--- src/rtl/reg_bank_pkg.sv ---
// Shared constants for the configuration/status register bank: reset values and read latencies.
package reg_bank_pkg;

    localparam int unsigned LAT_1     = 1;
    localparam int unsigned LAT_2     = 2;
    localparam int unsigned RST_VAL_W = 64;

    localparam logic [7:0] REG2_RST = 8'h81;  // parity enable, prescale 32
    localparam logic [7:0] REG3_RST = 8'h20;

    // Reset value of register `index`, truncated to `width` bits.
    function automatic logic [RST_VAL_W-1:0] rst_val(input int unsigned index,
                                                     input int unsigned width);
        logic [RST_VAL_W-1:0] val;
        logic [RST_VAL_W-1:0] msk;
        val = '0;
        if (index == 2) begin
            val = RST_VAL_W'(REG2_RST);
        end else if (index == 3) begin
            val = RST_VAL_W'(REG3_RST);
        end
        msk = (width >= RST_VAL_W) ? '1 : ((RST_VAL_W'(1) << width) - RST_VAL_W'(1));
        return val & msk;
    endfunction

endpackage

--- src/rtl/reg_bank_param_rd_pipe.sv ---
// Read-response pipeline of DEPTH stages carrying {valid, err, data}; data holds between reads.
module rd_pipe #(
    parameter int unsigned DATA_WIDTH = 8,
    parameter int unsigned DEPTH      = 1
) (
    input  logic                  clk_i,
    input  logic                  rst_ni,
    input  logic                  valid_i,
    input  logic                  err_i,
    input  logic [DATA_WIDTH-1:0] data_i,
    output logic                  valid_o,
    output logic                  err_o,
    output logic [DATA_WIDTH-1:0] data_o
);

    logic [DEPTH-1:0]      valid_q;
    logic [DEPTH-1:0]      err_q;
    logic [DATA_WIDTH-1:0] data_q [DEPTH];

    // Flags shift every cycle; data only advances alongside a valid beat.
    always_ff @(posedge clk_i or negedge rst_ni) begin
        if (!rst_ni) begin
            valid_q <= '0;
            err_q   <= '0;
            for (int unsigned i = 0; i < DEPTH; i++) begin
                data_q[i] <= '0;
            end
        end else begin
            valid_q[0] <= valid_i;
            err_q[0]   <= err_i;
            if (valid_i) begin
                data_q[0] <= data_i;
            end
            for (int unsigned i = 1; i < DEPTH; i++) begin
                valid_q[i] <= valid_q[i-1];
                err_q[i]   <= err_q[i-1];
                if (valid_q[i-1]) begin
                    data_q[i] <= data_q[i-1];
                end
            end
        end
    end

    assign valid_o = valid_q[DEPTH-1];
    assign err_o   = err_q[DEPTH-1];
    assign data_o  = data_q[DEPTH-1];

endmodule

--- src/rtl/reg_bank_param.sv ---
// Parametrised config/status register bank with bus and hardware write ports and exported low registers.
module reg_bank_param
    import reg_bank_pkg::*;
#(
    parameter int unsigned     DATA_WIDTH = 8,
    parameter int unsigned     ADDR_WIDTH = 4,
    parameter int unsigned     DEPTH      = 16,
    parameter int unsigned     NUM_EXPORT = 4,
    parameter logic [DEPTH-1:0] RO_MASK   = '0,
    parameter int unsigned     RD_LATENCY = LAT_1
) (
    input  logic                             CLK,
    input  logic                             RST,
    input  logic                             WrEn,
    input  logic                             RdEn,
    input  logic [ADDR_WIDTH-1:0]            Address,
    input  logic [DATA_WIDTH-1:0]            WrData,
    input  logic [DATA_WIDTH-1:0]            WrMask,
    input  logic                             HwWrEn,
    input  logic [ADDR_WIDTH-1:0]            HwAddr,
    input  logic [DATA_WIDTH-1:0]            HwWrData,
    output logic [DATA_WIDTH-1:0]            RdData,
    output logic                             RdData_valid,
    output logic                             Err,
    output logic                             HwCollision,
    output logic [NUM_EXPORT*DATA_WIDTH-1:0] REG_OUT
);

    logic [DATA_WIDTH-1:0] regs_q [DEPTH];
    logic [DATA_WIDTH-1:0] regs_d [DEPTH];
    logic [DEPTH-1:0]      bus_sel;
    logic [DEPTH-1:0]      hw_sel;
    logic [DATA_WIDTH-1:0] rd_word;
    logic                  bus_mapped;
    logic                  hw_mapped;
    logic                  wr_ok;
    logic                  wr_err_d, wr_err_q;
    logic                  coll_d, coll_q;
    logic                  rd_req;
    logic                  pipe_err;

    // Address decode and read mux; unmapped addresses select nothing and read as zero.
    always_comb begin
        bus_sel = '0;
        hw_sel  = '0;
        rd_word = '0;
        for (int unsigned i = 0; i < DEPTH; i++) begin
            if (Address == ADDR_WIDTH'(i)) begin
                bus_sel[i] = 1'b1;
                rd_word    = regs_q[i];
            end
            if (HwAddr == ADDR_WIDTH'(i)) begin
                hw_sel[i] = 1'b1;
            end
        end
    end

    assign bus_mapped = |bus_sel;
    assign hw_mapped  = |hw_sel;
    assign wr_ok      = WrEn && bus_mapped && !(|(bus_sel & RO_MASK));
    assign wr_err_d   = WrEn && !wr_ok;
    assign coll_d     = wr_ok && HwWrEn && hw_mapped && (Address == HwAddr);
    assign rd_req     = RdEn && !WrEn;

    // Bus write overrides a same-address hardware write; a rejected bus write does not.
    always_comb begin
        for (int unsigned i = 0; i < DEPTH; i++) begin
            regs_d[i] = regs_q[i];
            if (HwWrEn && hw_sel[i]) begin
                regs_d[i] = HwWrData;
            end
            if (wr_ok && bus_sel[i]) begin
                regs_d[i] = (regs_q[i] & ~WrMask) | (WrData & WrMask);
            end
        end
    end

    always_ff @(posedge CLK or negedge RST) begin
        if (!RST) begin
            for (int unsigned i = 0; i < DEPTH; i++) begin
                regs_q[i] <= DATA_WIDTH'(rst_val(i, DATA_WIDTH));
            end
            wr_err_q <= 1'b0;
            coll_q   <= 1'b0;
        end else begin
            for (int unsigned i = 0; i < DEPTH; i++) begin
                regs_q[i] <= regs_d[i];
            end
            wr_err_q <= wr_err_d;
            coll_q   <= coll_d;
        end
    end

    rd_pipe #(
        .DATA_WIDTH (DATA_WIDTH),
        .DEPTH      (RD_LATENCY)
    ) u_rd_pipe (
        .clk_i   (CLK),
        .rst_ni  (RST),
        .valid_i (rd_req),
        .err_i   (rd_req && !bus_mapped),
        .data_i  (rd_word),
        .valid_o (RdData_valid),
        .err_o   (pipe_err),
        .data_o  (RdData)
    );

    assign Err         = wr_err_q | pipe_err;
    assign HwCollision = coll_q;

    for (genvar g = 0; g < NUM_EXPORT; g++) begin : g_export
        assign REG_OUT[g*DATA_WIDTH +: DATA_WIDTH] = regs_q[g];
    end

endmodule

--- config.mk ---
export PLATFORM = sky130hd
export DESIGN_NAME = reg_bank_param
export DESIGN_NICKNAME = d
export VERILOG_FILES = /design/src/rtl/reg_bank_pkg.sv /design/src/rtl/reg_bank_param_rd_pipe.sv /design/src/rtl/reg_bank_param.sv
export SDC_FILE = /design/constraint.sdc
export NUM_CORES = 1
export LEC_CHECK = 0
export ABC_CLOCK_PERIOD_IN_PS = 4200
export CORE_ASPECT_RATIO = 1.25
export CORE_UTILIZATION = 50
export CTS_CLUSTER_DIAMETER = 150
export DETAILED_ROUTE_END_ITERATION = 6
export PLACE_DENSITY = 0.71
export RECOVER_POWER = 100
export SYNTH_ARGS = -nofsm -noshare
export SYNTH_HDL_FRONTEND = slang
export SYNTH_HIERARCHICAL = 1
export SYNTH_SLANG_ARGS = --single-unit
--- constraint.sdc ---
create_clock -name CLK -period 4.2 [get_ports CLK]
set_clock_uncertainty 0.2 [all_clocks]
set_input_delay 1.26 -clock CLK [delete_from_list [all_inputs] [get_ports CLK]]
set_output_delay 1.26 -clock CLK [all_outputs]
set_load 0.01 [all_outputs]
==> flow_results.org, run 1 <==
#+TITLE: Synthesis and PnR summary

** Layout
- Of all the cell area in the finished design, non-clock buffers hold 0.1083.
- Area occupied by registers :: 0.003507 sq mm
- The layout report lists the multi-input gate area as 0.004696 sq mm.

** Status
- Status :: finished with violations
- The final reports fail on capacitance limit, slew limit.

** Detailed routing
- Met1 Routed Length :: 12070 um
- Wire segments on met2 add up to 14150 um in the final route.
- The script parses the final routing iteration and logs DRC violations as 0.

** Min path
- In the hold report, the worst path ends at u_rd_pipe/data_o[2]$_DFFE_PN0P_.

** Power
- The biggest slice of the total power is consumed by sequential cells.
- Summed over all cells, the static leakage comes to 4.437 nW.
- Cell-internal power :: 3.190 mW

** Logic synthesis
- Per the synthesis report, the adder-cell share of the synthesized area is 0.
- The synthesized design contains 0 enable-type register cells.
- Synthesized area per cell :: 8.696 sq um
- Top cells by count, synth :: 279 x o21ai_0, 149 x nand2_1, 137 x dfrtp_1, 128 x a22o_1, 53 x clkbuf_1
- In this run, the synthesized area fraction spent on and/or/nand/nor cells is recorded as 0.1086.

** Placement
- Number of instances in the placed design :: 1251

** Clock network
- Hold-fix buffers at CTS :: 0

** Final timing
- For this run, the final setup violation count is recorded as 0.
- Endpoints failing hold :: 0
- Final Max Slew Viols :: 68
- Post-route setup TNS :: 0 ns
- The smallest clock period supported by the final layout is computed as 3.688 ns.

** Global routing
- Total overflow reported by the global router :: 0

** Setup path
- Required time of the critical path :: 4.32 ns

** Run
- The run reported a max-capacitance violation count of 1.
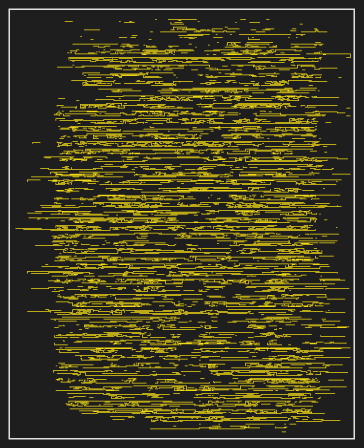
*Metal 1, run 1*
share of all routed wire	40%
main direction	horizontal
nets with wire on the layer	974
wirelength, routed: 30550 um
GR Layer Usage met1: 0.4394
vias after detailed routing: 8389

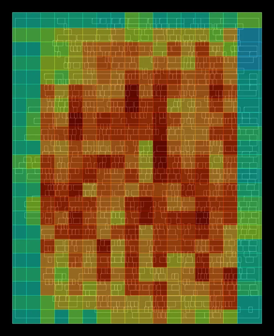
*Congestion heat map, run 1*
DR WL/cell: 23.79 um
met2 Usage GRT: 0.5177
Finished Core Util: 0.5825
GR met3 Demand/Resource: 0.05988
Most Crowded Layer GR: met2

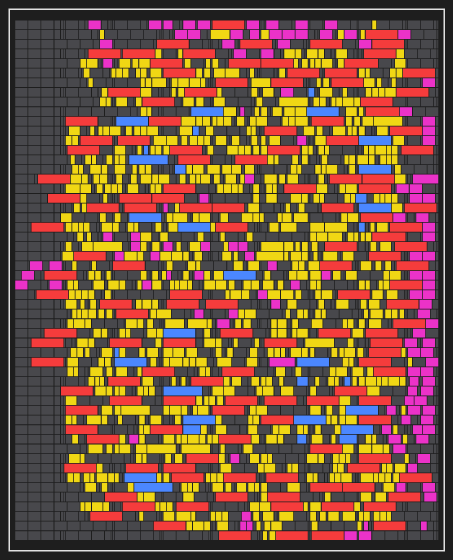
*Cells colored by class, run 1*
Fill, decap, tap and diode cells in gray.
class	color	cells
remaining buffers and delay cells	magenta	122
sequential cells	red	140
combinational and other logic	yellow	765
clock drivers and dummy loads	blue	32
final design area excluding fillers: 0.01023 sq mm
row count: 54
area of the core region: 0.01757 sq mm
flip-flop and latch share of the layout cell area: 0.3427

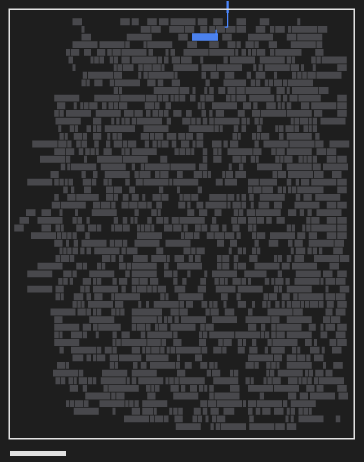
*I/O nets highlighted, run 1*
Bar = 20 um.
port	color	direction	end cells	buffers	wire
`RdData_valid`	blue	output	1	1	8.70 um
# port buffers: 79
I/O pin count: 80

### Clock network drawn from the DEF, run 1

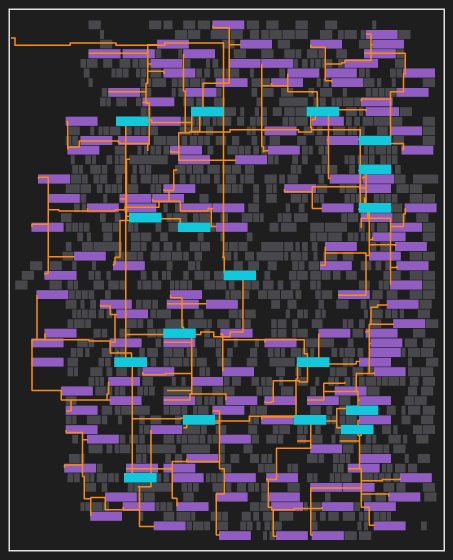

==> run 2: changes to the inputs <==
CTS_CLUSTER_DIAMETER = not set   (was 150)
MAX_ROUTING_LAYER = met4   (was not set)
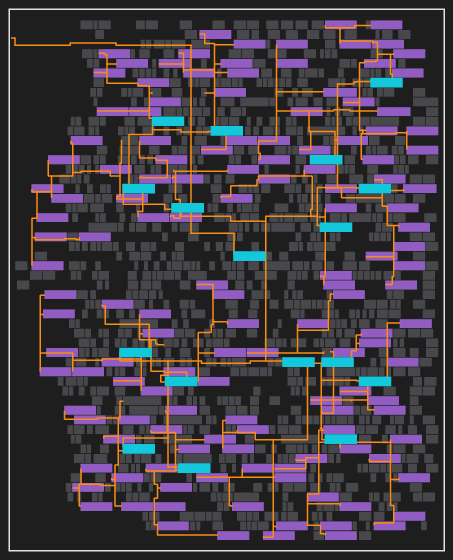
*Clock network drawn from the DEF, run 2*
[clock drivers] cyan | count: 17
[flip-flops] purple | count: 140
[clock wires] orange | length: 1970 um
flops lie	spread over the die
routed clock nets	18
clock network power consumption: 1.77 mW
Late-Pin Clk Latency: 0.44 ns
relative contribution of the clock network to total power: 0.371

==> run 2 against run 1 <==
Effect of this change: the run still ends with capacitance limit, slew limit left; setup slack got worse by 0.18 ns; wire length grew 0.90%; final cell count is essentially flat; global-route usage rose by 1.5 points; sequential cell count stayed put; die size did not move; sequential share of layout area fell by 0.26 points; sequential power about the same; synthesized cell count did not move; critical path depth rose by 1; design area is 0.76% higher; largest power group unchanged.
==> flow_results.org, run 2 <==
#+TITLE: Synthesis and PnR summary

** Power
- The group that draws the most power in this run is sequential cells.
- The static power due to leakage was 4.479 nW (+0.94%).

** Setup path
- Largest stage delay on the critical path :: 0.65 ns
- The critical path data required time is 4.32 ns (about the same).

** Final timing
- The final count of negative-setup-slack endpoints came to 0 (unchanged).
- Final Max Slew Viols :: 66 (-2.9%)
- Post-route setup TNS :: 0 ns (unchanged)
- The shortest period the worst path allows came to 3.866 ns (+0.1772 ns).
- Endpoints failing hold :: 0 (unchanged)

** Status
- The checks that failed: capacitance limit, slew limit.
- Status :: finished with violations

** Detailed routing
- The wire length on met1 was 12390 um (+2.7%).
- Sum of met2 wire segment lengths after detailed routing :: 14090 um (-0.37%)
- The per-cell routed wire length was 23.99 um (+0.82%).
- The number of DRC violations after detailed routing was 0 (unchanged).
- The number of vias after detailed routing came to 8544 (+1.8%).
- Wirelength, routed :: 30830 um (+0.90%)

** Run
- # Max-Cap Violations :: 1 (unchanged)

** Layout
- Per the layout report, the design carries 1515 filler cells.
- The area of the multi-input gates came to 0.004690 sq mm (-0.13%).
- The area taken by flip-flops and latches is 0.003507 sq mm (unchanged).
- The buffering overhead is 0.1084 (about the same).

** Logic synthesis
- Top cells by count, synth :: 279 x o21ai_0, 149 x nand2_1, 137 x dfrtp_1, 128 x a22o_1, 53 x clkbuf_1
- EDFF count, synth :: 0 (unchanged)
- The synthesized netlist handed to floorplanning was reported with a cell count of 1041.
- Synthesized area per cell :: 8.696 sq um (unchanged)

** Placement
- # port buffers :: 79 (unchanged)
- Number of instances in the placed design :: 1252 (+0.080%)

** Clock network
- After clock tree synthesis, the setup repair step added 0 buffers.
- Looking at the clock tree report, the maximum root-to-sink buffer count equals 2.

** Floorplanning
- The design received a total of 224 well taps at floorplan.
- The number of placed I/O pins came to 80 (unchanged).
- The area of the placeable core came to 0.01757 sq mm (unchanged).
- The number of cell rows is 54 (unchanged).

** Global routing
- Met2 Usage GRT :: 0.5174 (about the same)
- The global-route met1 utilization was 0.4554 (+0.01600).
- The met3 track utilization from global routing came to 0.05801 (-0.001871).
- Total overflow reported by the global router :: 0 (unchanged)
- Most Crowded Layer GR :: met2
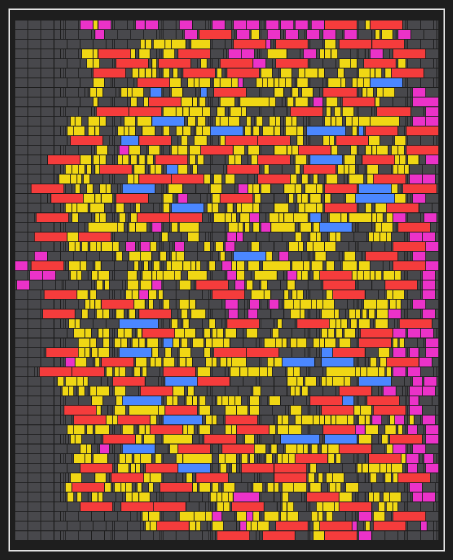
*Cells colored by class, run 2*
Fill, decap, tap and diode cells in gray.
class	color	cells
clock drivers and dummy loads	blue	32
remaining buffers and delay cells	magenta	123
sequential cells	red	140
combinational and other logic	yellow	765
final design area excluding fillers: 0.01031 sq mm
Finished Core Util: 0.5869
flip-flop and latch share of the layout cell area: 0.3402

### Congestion heat map, run 2

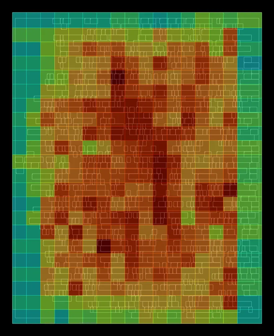

==> run 3: changes to the inputs <==
CORE_MARGIN = 2   (was not set)
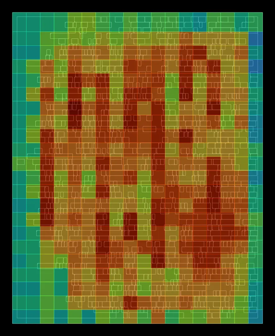
*Congestion heat map, run 3*
GR met3 Demand/Resource: 0.05638
DR WL/cell: 24.36 um

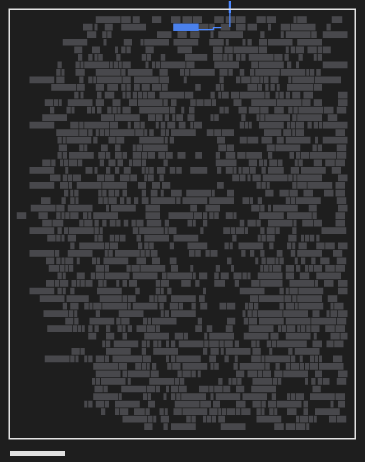
*I/O nets highlighted, run 3*
Bar = 20 um.

==> run 3 against run 2 <==
Effect of this change: the flow now finishes without violations; via count fell by 1.4%; sequential cell count unchanged; die size rose by 3.0%; area after synthesis is the same; design area shrank 0.52%; final cell count is essentially flat; synthesized cell count unchanged; maximum frequency up 4.7%; first-iteration DRC count shrank 1.3%.
==> flow_results.org, run 3 <==
#+TITLE: Synthesis and PnR summary

** Logic synthesis
- Top cells by count, synth :: 279 x o21ai_0, 149 x nand2_1, 137 x dfrtp_1, 128 x a22o_1, 53 x clkbuf_1
- EDFF count, synth :: 0 (unchanged)
- Cells after synthesis :: 1041 (unchanged)
- The average cell area after synthesis was 8.696 sq um (unchanged).

** Global routing
- Most Crowded Layer GR :: met2
- The global-route met1 utilization is 0.4240 (-0.03146).
- The met2 track demand over resource in global routing came to 0.5272 (+0.009803).
- The overall overflow remaining after global route was 0 (unchanged).

** Placement
- Number of instances in the placed design :: 1253 (+0.080%)
- The quantity of I/O buffers inserted on ports was 79 (unchanged).

** Layout
- The utilization of the core after routing is 0.5732 (-0.01368).
- # fillers :: 1565 (+3.3%)
- The buffering overhead came to 0.1074 (-0.001017).
- Combinational gate area :: 0.004718 sq mm (+0.61%)
- The sequential share of cell area is 0.3420 (+0.001784).
- The summed area of non-filler cells in the final layout is 0.01026 sq mm (-0.52%).

** Detailed routing
- Sum of met2 wire segment lengths after detailed routing :: 14850 um (+5.4%)
- The wire length on met1 is 12960 um (+4.6%).
- Number of remaining DRC errors :: 0 (unchanged)
- Vias after detailed routing :: 8428 (-1.4%)

** Power
- Power group with the largest share :: sequential cells
- Leakage Power :: 4.430 nW (-1.1%)
- The power of the clock network is 1.60 mW (-10%).
- The portion of total power attributed to the clock network was 0.346 (-0.025).

** Final timing
- The number of hold violations in the final report came to 0 (unchanged).
- Post-route setup TNS :: 0 ns (unchanged)
- Final Max Slew Viols :: 0 (-100%)
- The final count of negative-setup-slack endpoints is 0 (unchanged).

** Floorplanning
- Tap cell count :: 228 (+1.8%)
- The number of placed I/O pins came to 80 (unchanged).
- Chip area :: 0.01920 sq mm
- Row count :: 55 (+1.9%)
- Area of the core region :: 0.01789 sq mm (+1.9%)

** Clock network
- Clock Tree Buf Depth :: 2 (unchanged)
- The clock latency on the worst-skew pair was 0.44 ns (about the same).
- The number of setup buffers added after CTS came to 0 (unchanged).

** Status
- The run finished with clean final reports.

** Setup path
- Required time of the critical path :: 4.33 ns (about the same)
- The maximum cell stage delay along the critical path was 1.00 ns (+0.35 ns).

** Run
- # Max-Cap Violations :: 0 (-1)
Power figures rest on the tool's default switching activity, not on a simulated workload.
